--- src/rtl/checkpoint_scoreboard.sv ---
// Self-check monitor: in-order checkpoint scoring, guard window, hang watchdog.
// Optional SCB_DISPLAY_EN adds simulation-only progress and summary messages.
module checkpoint_scoreboard #(
  parameter int          NUM_CKPT    = 39,
  parameter logic [31:0] PASS_VAL    = 32'h1,
  parameter logic [31:0] START_PC    = 32'h0004,
  parameter logic [31:0] END_PC      = 32'h1680,
  parameter int          TIMEOUT_CYC = 100000,
  parameter int          CW          = $clog2(NUM_CKPT + 1)
) (
  input  logic                    i_clk,
  input  logic                    i_reset,
  input  logic [31:0]             o_pc_debug,
  input  logic                    o_insn_vld,
  input  logic [31:0]             o_io_ledr,
  input  logic [NUM_CKPT*32-1:0]  i_ckpt_pc,
  input  logic [31:0]             i_guard_lo,
  input  logic [31:0]             i_guard_hi,
  output logic [1:0]              o_sb_state,
  output logic [CW-1:0]           o_sb_idx,
  output logic [CW-1:0]           o_sb_pass,
  output logic [CW-1:0]           o_sb_fail,
  output logic [NUM_CKPT-1:0]     o_sb_mask,
  output logic                    o_sb_order,
  output logic                    o_sb_guard,
  output logic                    o_sb_done,
  output logic                    o_sb_ok
);

  // state     | meaning
  // S_IDLE    | waiting for START_PC to retire
  // S_RUN     | scoring checkpoints, guard and watchdog active
  // S_DONE    | END_PC retired, results frozen
  // S_TIMEOUT | no retirement within TIMEOUT_CYC cycles, results frozen
  typedef enum logic [1:0] {S_IDLE = 2'd0, S_RUN = 2'd1, S_DONE = 2'd2, S_TIMEOUT = 2'd3} state_t;

  localparam int WW = $clog2(TIMEOUT_CYC + 1);
  localparam logic [CW-1:0] ONE_C   = CW'(1);
  localparam logic [WW-1:0] ONE_W   = WW'(1);
  localparam logic [WW-1:0] WD_LOAD = WW'(TIMEOUT_CYC - 1);
  localparam logic [CW-1:0] IDX_END = CW'(NUM_CKPT);

  state_t                r_state, w_state_nxt;
  logic [CW-1:0]         r_idx, w_idx_nxt;
  logic [CW-1:0]         r_pass, w_pass_nxt;
  logic [CW-1:0]         r_fail, w_fail_nxt;
  logic [NUM_CKPT-1:0]   r_mask, w_mask_nxt;
  logic                  r_order, w_order_nxt;
  logic                  r_guard, w_guard_nxt;
  logic                  r_done, w_done_nxt;
  logic                  r_ok, w_ok_nxt;
  logic [WW-1:0]         r_wdog, w_wdog_nxt;
  logic                  w_cur_hit, w_other_hit, w_in_guard, w_ledr_ok;

  always_ff @(posedge i_clk) begin
    if (i_reset) begin
      r_state <= S_IDLE;
      r_idx   <= '0;
      r_pass  <= '0;
      r_fail  <= '0;
      r_mask  <= '0;
      r_order <= 1'b0;
      r_guard <= 1'b0;
      r_done  <= 1'b0;
      r_ok    <= 1'b0;
      r_wdog  <= '0;
    end else begin
      r_state <= w_state_nxt;
      r_idx   <= w_idx_nxt;
      r_pass  <= w_pass_nxt;
      r_fail  <= w_fail_nxt;
      r_mask  <= w_mask_nxt;
      r_order <= w_order_nxt;
      r_guard <= w_guard_nxt;
      r_done  <= w_done_nxt;
      r_ok    <= w_ok_nxt;
      r_wdog  <= w_wdog_nxt;
    end
  end

  always_comb begin
    w_state_nxt = r_state;
    w_idx_nxt   = r_idx;
    w_pass_nxt  = r_pass;
    w_fail_nxt  = r_fail;
    w_mask_nxt  = r_mask;
    w_order_nxt = r_order;
    w_guard_nxt = r_guard;
    w_wdog_nxt  = r_wdog;
    w_cur_hit   = 1'b0;
    w_other_hit = 1'b0;
    w_in_guard  = (o_pc_debug >= i_guard_lo) && (o_pc_debug <= i_guard_hi);
    w_ledr_ok   = (o_io_ledr == PASS_VAL);

    // Strictly increasing table: at most one entry can match the PC.
    for (int j = 0; j < NUM_CKPT; j++) begin
      if (o_pc_debug == i_ckpt_pc[32*j +: 32]) begin
        if (r_idx == CW'(j)) w_cur_hit = 1'b1;
        else                 w_other_hit = 1'b1;
      end
    end

    case (r_state)
      S_IDLE: begin
        if (o_insn_vld && o_pc_debug == START_PC) begin
          w_state_nxt = S_RUN;
          w_wdog_nxt  = WD_LOAD;
        end
      end
      S_RUN: begin
        if (o_insn_vld) begin
          w_wdog_nxt = WD_LOAD;
          if (o_pc_debug == END_PC) w_state_nxt = S_DONE;
          if (w_cur_hit) begin
            w_idx_nxt = r_idx + ONE_C;
            if (w_ledr_ok) begin
              w_pass_nxt = r_pass + ONE_C;
              for (int j = 0; j < NUM_CKPT; j++)
                if (r_idx == CW'(j)) w_mask_nxt[j] = 1'b1;
            end else begin
              w_fail_nxt = r_fail + ONE_C;
            end
          end
          if (w_other_hit) w_order_nxt = 1'b1;
          if (w_in_guard)  w_guard_nxt = 1'b1;
        end else if (r_wdog == '0) begin
          w_state_nxt = S_TIMEOUT;
        end else begin
          w_wdog_nxt = r_wdog - ONE_W;
        end
      end
      default: ;
    endcase

    w_done_nxt = (w_state_nxt == S_DONE) || (w_state_nxt == S_TIMEOUT);
    w_ok_nxt   = (w_state_nxt == S_DONE) && (w_idx_nxt == IDX_END) && (w_fail_nxt == '0)
                 && !w_order_nxt && !w_guard_nxt;
  end

  assign o_sb_state = r_state;
  assign o_sb_idx   = r_idx;
  assign o_sb_pass  = r_pass;
  assign o_sb_fail  = r_fail;
  assign o_sb_mask  = r_mask;
  assign o_sb_order = r_order;
  assign o_sb_guard = r_guard;
  assign o_sb_done  = r_done;
  assign o_sb_ok    = r_ok;

`ifdef SCB_DISPLAY_EN
  always @(posedge i_clk) begin
    if (!i_reset && r_state == S_RUN) begin
      if (o_insn_vld && w_cur_hit)
        $write("[%0t]::%0d::%s\n", $time, r_idx, w_ledr_ok ? "PASSED" : "FAILED");
      if (w_order_nxt && !r_order)
        $display("[%0t] checkpoint retired out of order, pc=%h", $time, o_pc_debug);
      if (w_guard_nxt && !r_guard)
        $display("[%0t] retirement inside guard window, pc=%h", $time, o_pc_debug);
      if (w_done_nxt)
        $display("pass=%0d fail=%0d ok=%0b", w_pass_nxt, w_fail_nxt, w_ok_nxt);
    end
  end
`endif

endmodule

--- config.mk ---
export PLATFORM = sky130hd
export DESIGN_NAME = checkpoint_scoreboard
export DESIGN_NICKNAME = d
export VERILOG_FILES = /design/src/rtl/checkpoint_scoreboard.sv
export SDC_FILE = /design/constraint.sdc
export NUM_CORES = 1
export LEC_CHECK = 0
export CORE_AREA = 4 4 562 564
export DETAILED_ROUTE_END_ITERATION = 12
export DIE_AREA = 0 0 566 568
export PLACE_DENSITY = 0.36
export SYNTH_ARGS = -nofsm -noshare
export SYNTH_HDL_FRONTEND = slang
export SYNTH_SLANG_ARGS = --single-unit
--- constraint.sdc ---
create_clock -name i_clk -period 5.2 [get_ports i_clk]
set_input_delay 0.52 -clock i_clk [delete_from_list [all_inputs] [get_ports i_clk]]
set_output_delay 0.52 -clock i_clk [all_outputs]
set_load 0.02 [all_outputs]
==> images/final_congestion.png <==
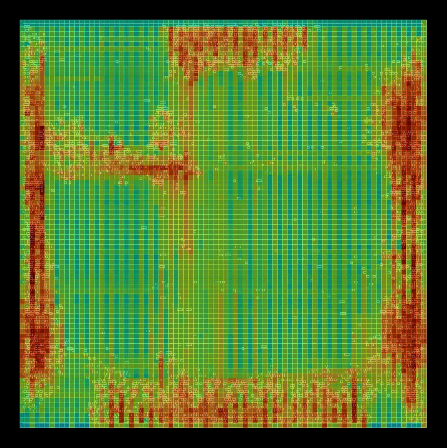
Tot GR Track Use: 16.1%
Routed WL per cell: 32.7 um
M1 GR Usage: 18.3%
met2 usage: 29.2%
global route hottest layer: met2

==> images/cell_classes.png <==
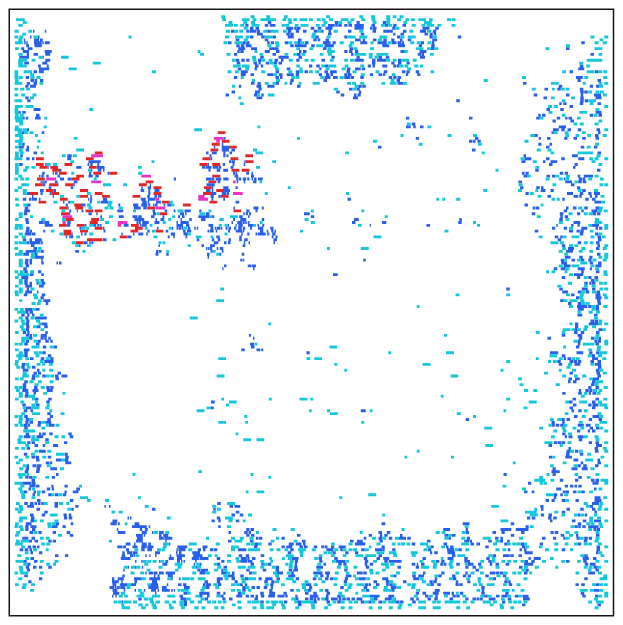
legend:
  red:
    class: flip-flops
    cells: 80
  blue:
    class: all other logic
    cells: 2317
  cyan:
    class: other buffers and delay cells
    cells: 1678
  magenta:
    class: clock drivers and dummy loads
    cells: 16
Layout Utilization: 13.5%
num rows: 205
core area: 0.311 mm2

==> images/metal_stack.png <==
Two of the layers only.
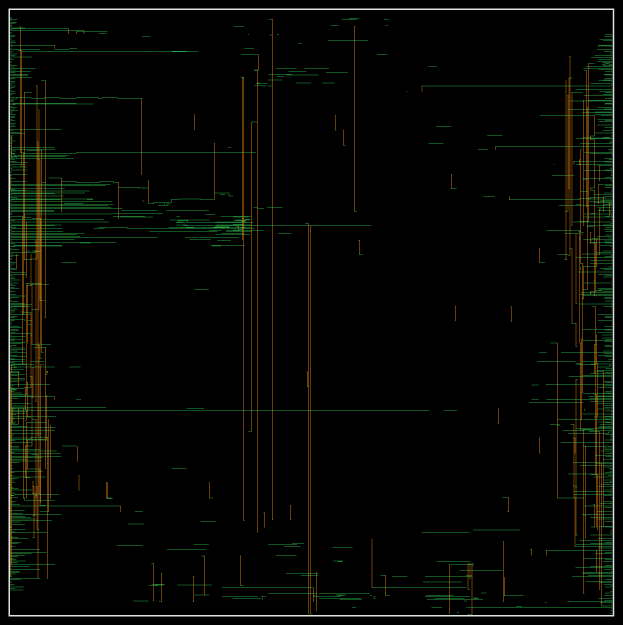
legend:
  orange:
    layer: met4
    wire_length: 11900 um
  green:
    layer: met3
    wire_length: 16100 um
Routed WL: 270000 um
vias post-DR: 26879

==> images/clock_map.png <==
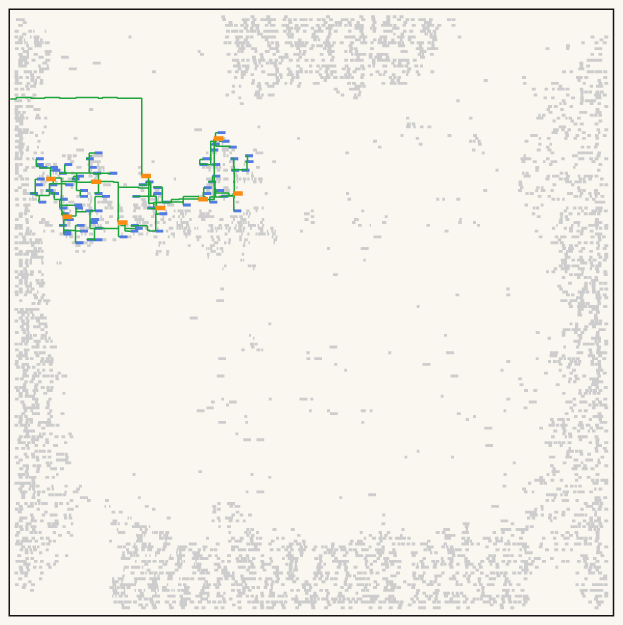
legend:
  blue:
    item: flip-flops
    count: 80
  green:
    item: clock wires
    length: 1510 um
  orange:
    item: cells driving clock nets
    count: 9
routed clock nets: 10
Final Skew: 0.0129 ns
Clk power: 0.690 mW
Clock Power Share: 14.9%

==> images/pins.png <==
Pins as bars across the die edge, other pins in grey.
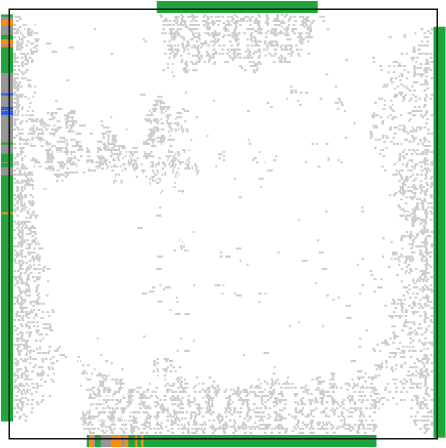
legend:
  green:
    port: i_ckpt_pc
    pins: 1248
    direction: input
    edge: 400 right, 351 bottom, 271 left, 226 top
  blue:
    port: o_sb_pass
    pins: 6
    direction: output
    edge: left
  orange:
    port: i_guard_lo
    pins: 32
    direction: input
    edge: 22 bottom, 10 left
all pins by edge: 416 bottom, 400 right, 396 left, 230 top
IO Port Bufs: 1441
Die H: 568 um
Die Wd: 566 um

==> metrics.yaml <==
power:
  power.density_mw_per_mm2: 110
  p_seq_share_pct: 13.3
  total_power_mw: 4.62
  pg_seq_mw: 0.612
  pg_comb_mw: 3.31
  ir_drop_mv: 0.152
  p_int_mw: 2.71
  swShare_pct: 41.2
  p_switching_mw: 1.90
final_layout:
  drive_gt1_share_pct: 8.63
  fill_cells: 35774
  largest_reg_flops: 39
  clock_buffers: 9
  lay_top_cells: "clkdlybuf4s50_1, xnor2_1, nand4_1"
  seqCellArea_mm2: 0.00160
  nets: 5536
sta:
  setup_ws_ns: 0.487
  fin_crit_sh_pct: 90.6
  fmax_mhz: 212
  period_minus_slack_ns: 4.71
  rsz0062_at_grt: "no"
  setup_viol: 0
  maxSlewViolCount: 0
  max-slew-margin-rel_pct: 3.42
  holdWs_ns: 0.429
min_path:
  hp-class: "primary input to register"
  hold_path_depth: 2
synthesis:
  logic_family: "XOR/XNOR gates"
  ys_sh_xor_pct: 52.8
  synth_seq_share_pct: 7.62
  ys_async_sr_fraction_pct: 0
  ys_top_cells_by_count: "xnor2_1, nand4_1, xor2_1"
  top_cell_area_share_pct: 47.2
  synthSimpleGateAreaFrac_pct: 19.7
  ys.flop_type: "dfxtp_1"
  floorplan.nets: 4035
  synth.most_common_cell: "xnor2_1"
  ys_sh_mux_pct: 0.155
  ys_sh_adder_pct: 4.23
  numSynthFlops: 80
  syn_area_per_cell_um2: 8.13
detailed_routing:
  vias_per_cell: 3.25
  met2_wirelength_um: 136000
  wl_met3_um: 16100
  wl_met1_um: 106000
  highest_layer: "met5"
clocking:
  cts_root_buf: "clkbuf_16"
  cts_buffers: 9
  path_clk_slew_ns: 0.08
  postCtsSetupBuffers: 0
  holdBufCountCts: 0
worst_setup_path:
  worstPathRequired_ns: 5.46
  slowest_delay_ns: 1.25
  critPathKind: "register to register"
  rrSetupSlack_ns: 0.49
  crit_buf_inv: 2
  crit_cells: 10
  path_cells: "inv_1 -> ha_1 -> inv_1 -> nor4_1 -> o22ai_1 -> nor4_1 -> nand4_1 -> o32ai_1 -> nand4_1 -> a2111oi_2"
  setup.worst_path.end: "o_sb_ok"
  worstReg2RegStart: "o_sb_idx[0]"
  crit_family: "simple AND/OR/NAND/NOR gates"
  crit_path_start: "o_sb_idx[0]"
place:
  place_area_mm2: 0.0414
global_routing:
  grt_use_met3_pct: 3.60
  grt_pass1_vias: 29360
  grt_max_degree: 75
floorplanning:
  fp_util_pct: 6.76
job:
  drv_cap: 0
status:
  status: "completed"
Power is estimated from default activity; no workload was simulated.
